### config.mk
export PLATFORM = sky130hd
export DESIGN_NAME = divrem_seq32
export DESIGN_NICKNAME = d
export VERILOG_FILES = /design/src/rtl/divrem_seq32.sv
export SDC_FILE = /design/constraint.sdc
export NUM_CORES = 1
export LEC_CHECK = 0
export CORE_MARGIN = 3
export CORE_UTILIZATION = 54
export DETAILED_ROUTE_END_ITERATION = 6
export PLACE_DENSITY = 0.86
export SLEW_MARGIN = 5
export SYNTH_ARGS = -nofsm -noshare
export SYNTH_HDL_FRONTEND = slang
export SYNTH_SLANG_ARGS = --single-unit
### constraint.sdc
create_clock -name clk -period 4 [get_ports clk]
set_clock_uncertainty 0.2 [all_clocks]
set_input_delay 0.8 -clock clk [delete_from_list [all_inputs] [get_ports clk]]
set_output_delay 0.8 -clock clk [all_outputs]
set_load 0.01 [all_outputs]
### src/rtl/divrem_seq32.sv
// divrem_seq32: RISC-V DIV/DIVU/REM/REMU sequencer around a 32-bit unsigned restoring divider core.
// Define DIVREM_REUSE_EN to reuse the last core result for a repeated operand pair.
//
// state | meaning
// IDLE  | ready for a request, special cases resolved here
// START | one-cycle core_start pulse
// CHECK | first cycle after start, detects the core a<b short path
// WAIT  | core busy, capture on the first idle cycle
// FIX   | sign fix-up and quotient/remainder select
// RESP  | response held until resp_ready
// DRAIN | flushed, waiting for the core to go idle

module divrem_seq32 #(
  parameter int TAG_W = 5
) (
  input  logic             clk,
  input  logic             rstLow,
  input  logic             req_valid,
  output logic             req_ready,
  input  logic [1:0]       req_op,
  input  logic [31:0]      req_rs1,
  input  logic [31:0]      req_rs2,
  input  logic [TAG_W-1:0] req_tag,
  input  logic             flush,
  output logic             resp_valid,
  input  logic             resp_ready,
  output logic [31:0]      resp_data,
  output logic [TAG_W-1:0] resp_tag,
  output logic [31:0]      core_a,
  output logic [31:0]      core_b,
  output logic             core_start,
  input  logic             core_busy,
  input  logic [31:0]      core_q,
  input  logic [31:0]      core_r
);

  typedef enum logic [2:0] {IDLE, START, CHECK, WAIT, FIX, RESP, DRAIN} state_t;

  function automatic logic [31:0] negate(input logic [31:0] v);
    return (~v) + 32'd1;
  endfunction

  state_t           state_q, state_d;
  logic             rem_sel_q, rem_sel_d;
  logic             neg_quo_q, neg_quo_d;
  logic             neg_rem_q, neg_rem_d;
  logic [31:0]      core_a_q, core_a_d;
  logic [31:0]      core_b_q, core_b_d;
  logic             core_start_q, core_start_d;
  logic [31:0]      quo_q, quo_d;
  logic [31:0]      rem_q, rem_d;
  logic             resp_valid_q, resp_valid_d;
  logic [31:0]      resp_data_q, resp_data_d;
  logic [TAG_W-1:0] resp_tag_q, resp_tag_d;

  logic        accept, req_signed, neg_a, neg_b, div_zero, sgn_ovf;
  logic [31:0] mag_a, mag_b, quo_fix, rem_fix;
  logic        reuse_hit;
  logic [31:0] reuse_data;

  assign req_signed = ~req_op[0];
  assign neg_a      = req_signed & req_rs1[31];
  assign neg_b      = req_signed & req_rs2[31];
  assign mag_a      = neg_a ? negate(req_rs1) : req_rs1;
  assign mag_b      = neg_b ? negate(req_rs2) : req_rs2;
  assign div_zero   = (req_rs2 == 32'd0);
  assign sgn_ovf    = req_signed && (req_rs1 == 32'h8000_0000) && (req_rs2 == 32'hFFFF_FFFF);
  assign accept     = (state_q == IDLE) && req_valid && !flush;
  assign quo_fix    = neg_quo_q ? negate(quo_q) : quo_q;
  assign rem_fix    = neg_rem_q ? negate(rem_q) : rem_q;

`ifdef DIVREM_REUSE_EN
  logic [31:0] cur_rs1_q, cur_rs1_d, cur_rs2_q, cur_rs2_d;
  logic        cur_signed_q, cur_signed_d;
  logic [31:0] last_rs1_q, last_rs1_d, last_rs2_q, last_rs2_d;
  logic [31:0] last_q_q, last_q_d, last_r_q, last_r_d;
  logic        last_signed_q, last_signed_d, last_vld_q, last_vld_d;

  // Stored results are magnitudes; the sign fix uses the new request's flags.
  assign reuse_hit  = last_vld_q && (req_rs1 == last_rs1_q) && (req_rs2 == last_rs2_q)
                      && (req_signed == last_signed_q);
  assign reuse_data = req_op[1] ? (neg_a ? negate(last_r_q) : last_r_q)
                                : ((neg_a ^ neg_b) ? negate(last_q_q) : last_q_q);

  always_comb begin
    cur_rs1_d     = cur_rs1_q;
    cur_rs2_d     = cur_rs2_q;
    cur_signed_d  = cur_signed_q;
    last_rs1_d    = last_rs1_q;
    last_rs2_d    = last_rs2_q;
    last_signed_d = last_signed_q;
    last_q_d      = last_q_q;
    last_r_d      = last_r_q;
    last_vld_d    = last_vld_q;
    if (accept) begin
      cur_rs1_d    = req_rs1;
      cur_rs2_d    = req_rs2;
      cur_signed_d = req_signed;
    end
    if ((state_q == CHECK || state_q == WAIT) && !core_busy) begin
      last_rs1_d    = cur_rs1_q;
      last_rs2_d    = cur_rs2_q;
      last_signed_d = cur_signed_q;
      last_q_d      = core_q;
      last_r_d      = core_r;
      last_vld_d    = 1'b1;
    end
    if (flush) last_vld_d = 1'b0;
  end

  always_ff @(posedge clk or negedge rstLow) begin
    if (!rstLow) begin
      cur_rs1_q     <= '0;
      cur_rs2_q     <= '0;
      cur_signed_q  <= 1'b0;
      last_rs1_q    <= '0;
      last_rs2_q    <= '0;
      last_signed_q <= 1'b0;
      last_q_q      <= '0;
      last_r_q      <= '0;
      last_vld_q    <= 1'b0;
    end else begin
      cur_rs1_q     <= cur_rs1_d;
      cur_rs2_q     <= cur_rs2_d;
      cur_signed_q  <= cur_signed_d;
      last_rs1_q    <= last_rs1_d;
      last_rs2_q    <= last_rs2_d;
      last_signed_q <= last_signed_d;
      last_q_q      <= last_q_d;
      last_r_q      <= last_r_d;
      last_vld_q    <= last_vld_d;
    end
  end
`else
  assign reuse_hit  = 1'b0;
  assign reuse_data = 32'd0;
`endif

  always_comb begin
    state_d      = state_q;
    rem_sel_d    = rem_sel_q;
    neg_quo_d    = neg_quo_q;
    neg_rem_d    = neg_rem_q;
    core_a_d     = core_a_q;
    core_b_d     = core_b_q;
    core_start_d = 1'b0;
    quo_d        = quo_q;
    rem_d        = rem_q;
    resp_valid_d = resp_valid_q;
    resp_data_d  = resp_data_q;
    resp_tag_d   = resp_tag_q;
    case (state_q)
      IDLE: begin
        if (accept) begin
          rem_sel_d  = req_op[1];
          neg_quo_d  = neg_a ^ neg_b;
          neg_rem_d  = neg_a;
          resp_tag_d = req_tag;
          if (div_zero) begin
            resp_data_d  = req_op[1] ? req_rs1 : 32'hFFFF_FFFF;
            resp_valid_d = 1'b1;
            state_d      = RESP;
          end else if (sgn_ovf) begin
            resp_data_d  = req_op[1] ? 32'd0 : 32'h8000_0000;
            resp_valid_d = 1'b1;
            state_d      = RESP;
          end else if (reuse_hit) begin
            resp_data_d  = reuse_data;
            resp_valid_d = 1'b1;
            state_d      = RESP;
          end else begin
            core_a_d     = mag_a;
            core_b_d     = mag_b;
            core_start_d = 1'b1;
            state_d      = START;
          end
        end
      end
      START: state_d = flush ? DRAIN : CHECK;
      CHECK, WAIT: begin
        if (flush) begin
          state_d = DRAIN;
        end else if (!core_busy) begin
          quo_d   = core_q;
          rem_d   = core_r;
          state_d = FIX;
        end else begin
          state_d = WAIT;
        end
      end
      FIX: begin
        if (flush) begin
          state_d = IDLE;
        end else begin
          resp_data_d  = rem_sel_q ? rem_fix : quo_fix;
          resp_valid_d = 1'b1;
          state_d      = RESP;
        end
      end
      RESP: begin
        if (flush || resp_ready) begin
          resp_valid_d = 1'b0;
          state_d      = IDLE;
        end
      end
      DRAIN: if (!core_busy) state_d = IDLE;
      default: state_d = IDLE;
    endcase
  end

  always_ff @(posedge clk or negedge rstLow) begin
    if (!rstLow) begin
      state_q      <= IDLE;
      rem_sel_q    <= 1'b0;
      neg_quo_q    <= 1'b0;
      neg_rem_q    <= 1'b0;
      core_a_q     <= '0;
      core_b_q     <= '0;
      core_start_q <= 1'b0;
      quo_q        <= '0;
      rem_q        <= '0;
      resp_valid_q <= 1'b0;
      resp_data_q  <= '0;
      resp_tag_q   <= '0;
    end else begin
      state_q      <= state_d;
      rem_sel_q    <= rem_sel_d;
      neg_quo_q    <= neg_quo_d;
      neg_rem_q    <= neg_rem_d;
      core_a_q     <= core_a_d;
      core_b_q     <= core_b_d;
      core_start_q <= core_start_d;
      quo_q        <= quo_d;
      rem_q        <= rem_d;
      resp_valid_q <= resp_valid_d;
      resp_data_q  <= resp_data_d;
      resp_tag_q   <= resp_tag_d;
    end
  end

  assign req_ready  = (state_q == IDLE);
  assign resp_valid = resp_valid_q;
  assign resp_data  = resp_data_q;
  assign resp_tag   = resp_tag_q;
  assign core_a     = core_a_q;
  assign core_b     = core_b_q;
  assign core_start = core_start_q;

endmodule

Run 1, metal 3:
(2 px per µm)
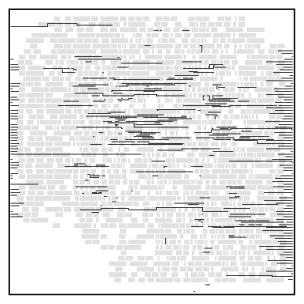
longest straight run	65.1 µm
share of all routed wire	8.8%
main direction	horizontal
nets with wire on the layer	271

Run 1, wiring by layer:
(3 px per µm) Only two layers are drawn.
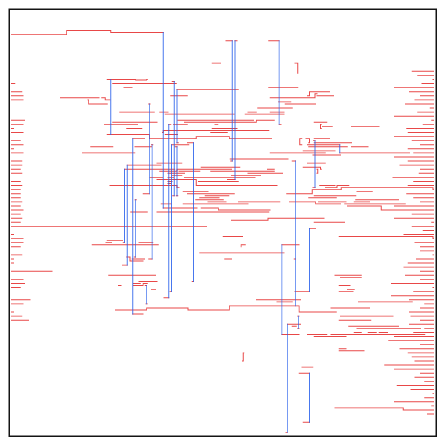
layer	color	wire length
M3	red	2650 µm
M4	blue	800 µm
routed len/inst: 19.6 µm
Total GRT Usage: 0.297

==> impl_metrics.csv, run 1 <==
group,metric,value,unit
outcome,status,"finished, final reports clean",
synth,ys_sh_xor,0.105,
routing,drt_iter0_drc,975,
cells_and_area,post-route-util,0.738,
clock_network,clk_latency,0.43,ns
routing,wl_met3,2650,µm
global_routing,overflow,0,
global_routing,grt_pass1_vias,8915,
timing,setup_viol,0,
synth,ys_chip_area,0.00996,mm²
clock_network,cts_setup_buffers,0,
routing,antenna_left,0,
routing,wirelength,30200,µm
critical_path,cp_max_fo,21,
routing,drt_pass1_iterations,5,
power,powerDensity,715,mW/mm²
die,num_tap_cells,229,
routing,vias_per_cell,6.05,
cells_and_area,largest_class,"logic gates",
critical_path,cp_slowest_cell,"or4_1",
critical_path,cp-end-kind,"register",
power,seqPwrFrac,0.368,
flow_run,tool_warnings,27,
timing,period_minus_slack,3.70,ns
synth,avgSynthCellArea,9.35,µm²
placed_design,placed_cells,1508,
global_routing,busiest_layer,"met2",
clock_network,ctsResizeCount,0,
timing,drv_slew,0,
cells_and_area,lay_top_cells,"243 x clkdlybuf4s50_1, 173 x dfrtp_1, 119 x a21oi_1",
synth,synth-compound-area-share,0.172,
critical_path,crit_top_cell,"or4_1",
synth,synth-edff-count,0,
power,sequentialPower,3.49,mW
timing,tightest_slew,0.961,ns
synth,fa_ha_area_frac,0.00628,
synth,synth.cell_area,0.00996,mm²
cells_and_area,nMultiInputCombCells,812,
power,leakage,5.20,nW
critical_path,r2r_start,"rem_q[10]",
synth,yosysCellCount,1065,
power,clockPowerShare,0.172,
cells_and_area,inverters,20,
synth,yosysMostFrequentCell,"dfrtp_1",
synth,syn_inst,1065,
cells_and_area,layout_top_cell,"clkdlybuf4s50_1",
synth,muxShareOfSynthArea,0.0874,
Run 1, I/O nets highlighted:
(3 px per µm)
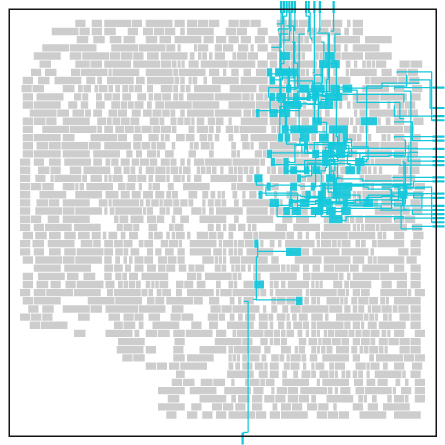
port	color	bits	direction	edge	end cells	buffers	wire
req_rs1	cyan	32	input	20 east, 11 north, 1 south	101	39	2380 µm
IO Count: 245
Port Buffers: 244

==> run 2, diff against run 1 <==
--- a/config.mk
+++ b/config.mk
@@ -5,6 +5,7 @@
 export SDC_FILE = /design/constraint.sdc
 export NUM_CORES = 1
 export LEC_CHECK = 0
+export CAP_MARGIN = 20
 export CORE_MARGIN = 3
 export CORE_UTILIZATION = 54
 export DETAILED_ROUTE_END_ITERATION = 6
@@ -13,3 +14,4 @@
 export SYNTH_ARGS = -nofsm -noshare
 export SYNTH_HDL_FRONTEND = slang
 export SYNTH_SLANG_ARGS = --single-unit
+export TNS_END_PERCENT = 50
Run 2, metal 3:
(2 px per µm)
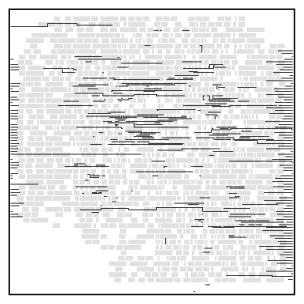
longest straight run	65.1 µm
main direction	horizontal
wire length on this layer	2650 µm
GR Layer Usage met3: 0.0630
via count: 9321

==> run 2 against run 1 <==
Compared with the run above: final cell count unchanged; final area unchanged; power stayed put; clock power hardly changed; synthesized cell count stayed put; flip-flop count is the same; critical path type unchanged.
==> impl_metrics.csv, run 2 <==
group,metric,value,unit
outcome,status,"finished, final reports clean",
power,clockPowerShare,0.172,
global_routing,busiest_layer,"met2",
global_routing,overflow,0,
critical_path,cp-end-kind,"register",
die,num_tap_cells,229,
global_routing,grt.total_usage,0.297,
synth,ys_sh_xor,0.105,
synth,avgSynthCellArea,9.35,µm²
routing,wl_met3,2650,µm
cells_and_area,layout_top_cell,"clkdlybuf4s50_1",
synth,yosysCellCount,1065,
routing,wirelength,30200,µm
timing,setup_viol,0,
synth,yosysMostFrequentCell,"dfrtp_1",
flow_run,tool_warnings,27,
routing,wire_per_inst,19.6,µm
synth,synth.cell_area,0.00996,mm²
power,leakage,5.20,nW
critical_path,r2r_start,"rem_q[10]",
cells_and_area,post-route-util,0.738,
placed_design,placed_cells,1508,
power,seqPwrFrac,0.368,
routing,antenna_left,0,
synth,synth-compound-area-share,0.172,
synth,ys_chip_area,0.00996,mm²
power,sequentialPower,3.49,mW
timing,drv_slew,0,
global_routing,grt_pass1_vias,8915,
==> run 3, diff against run 2 <==
--- a/config.mk
+++ b/config.mk
@@ -6,7 +6,7 @@
 export NUM_CORES = 1
 export LEC_CHECK = 0
 export CAP_MARGIN = 20
-export CORE_MARGIN = 3
+export CORE_MARGIN = 2
 export CORE_UTILIZATION = 54
 export DETAILED_ROUTE_END_ITERATION = 6
 export PLACE_DENSITY = 0.86
==> constraint.sdc (replaced) <==
create_clock -name clk -period 4.7 [get_ports clk]
set_clock_uncertainty 0.2 [all_clocks]
set_input_delay 0.94 -clock clk [delete_from_list [all_inputs] [get_ports clk]]
set_output_delay 0.94 -clock clk [all_outputs]
set_load 0.01 [all_outputs]
Run 3, metal 3:
(2 px per µm)
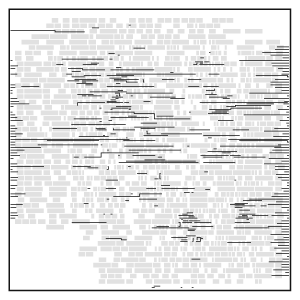
nets with wire on the layer	274
main direction	horizontal
longest straight run	59.1 µm
wire length on this layer	2480 µm
share of all routed wire	8.3%

==> run 3 against run 2 <==
Compared with the run above: combinational power fell by 16%; largest power group unchanged; critical path type unchanged; first-iteration DRC count is 3.7% lower; count of clock-buffer cells in the layout fell by 2; worst hold slack better by 0.23 ns; highest routed layer unchanged; setup slack improved by 0.45 ns; critical path depth unchanged.
==> impl_metrics.csv, run 3 <==
group,metric,value,unit
flow_run,tool_warnings,27,
cells_and_area,layout_top_cell,"clkdlybuf4s50_1",
die,ios,245,
outcome,status,"finished, final reports clean",
synth,yosysCellCount,1065,
critical_path,crit_top_cell,"or4_1",
cells_and_area,largest_class,"logic gates",
synth,yosysMostFrequentCell,"dfrtp_1",
routing,drt_pass1_iterations,6,
critical_path,r2r_start,"quo_q[14]",
synth,fa_ha_area_frac,0.00628,
power,clockPowerShare,0.168,
clock_network,cts_setup_buffers,0,
timing,setup_viol,0,
routing,wirelength,29900,µm
power,seqPwrFrac,0.376,
power,sequentialPower,3.01,mW
clock_network,ctsResizeCount,0,
synth,syn_inst,1065,
synth,synth-edff-count,0,
power,powerDensity,610,mW/mm²
synth,synth.cell_area,0.00996,mm²
routing,vias_per_cell,6.12,
routing,wl_met3,2480,µm
synth,ys_chip_area,0.00996,mm²
routing,antenna_left,0,
timing,tightest_slew,1.01,ns
critical_path,cp_max_fo,4,
power,leakage,5.10,nW
critical_path,cp_slowest_cell,"or4_1",
global_routing,overflow,0,
global_routing,grt_pass1_vias,8621,
global_routing,met3_usage,0.0588,
cells_and_area,inverters,20,
synth,synth-compound-area-share,0.172,
timing,period_minus_slack,3.94,ns
routing,vias,9335,
Power and IR drop assume default switching activity.
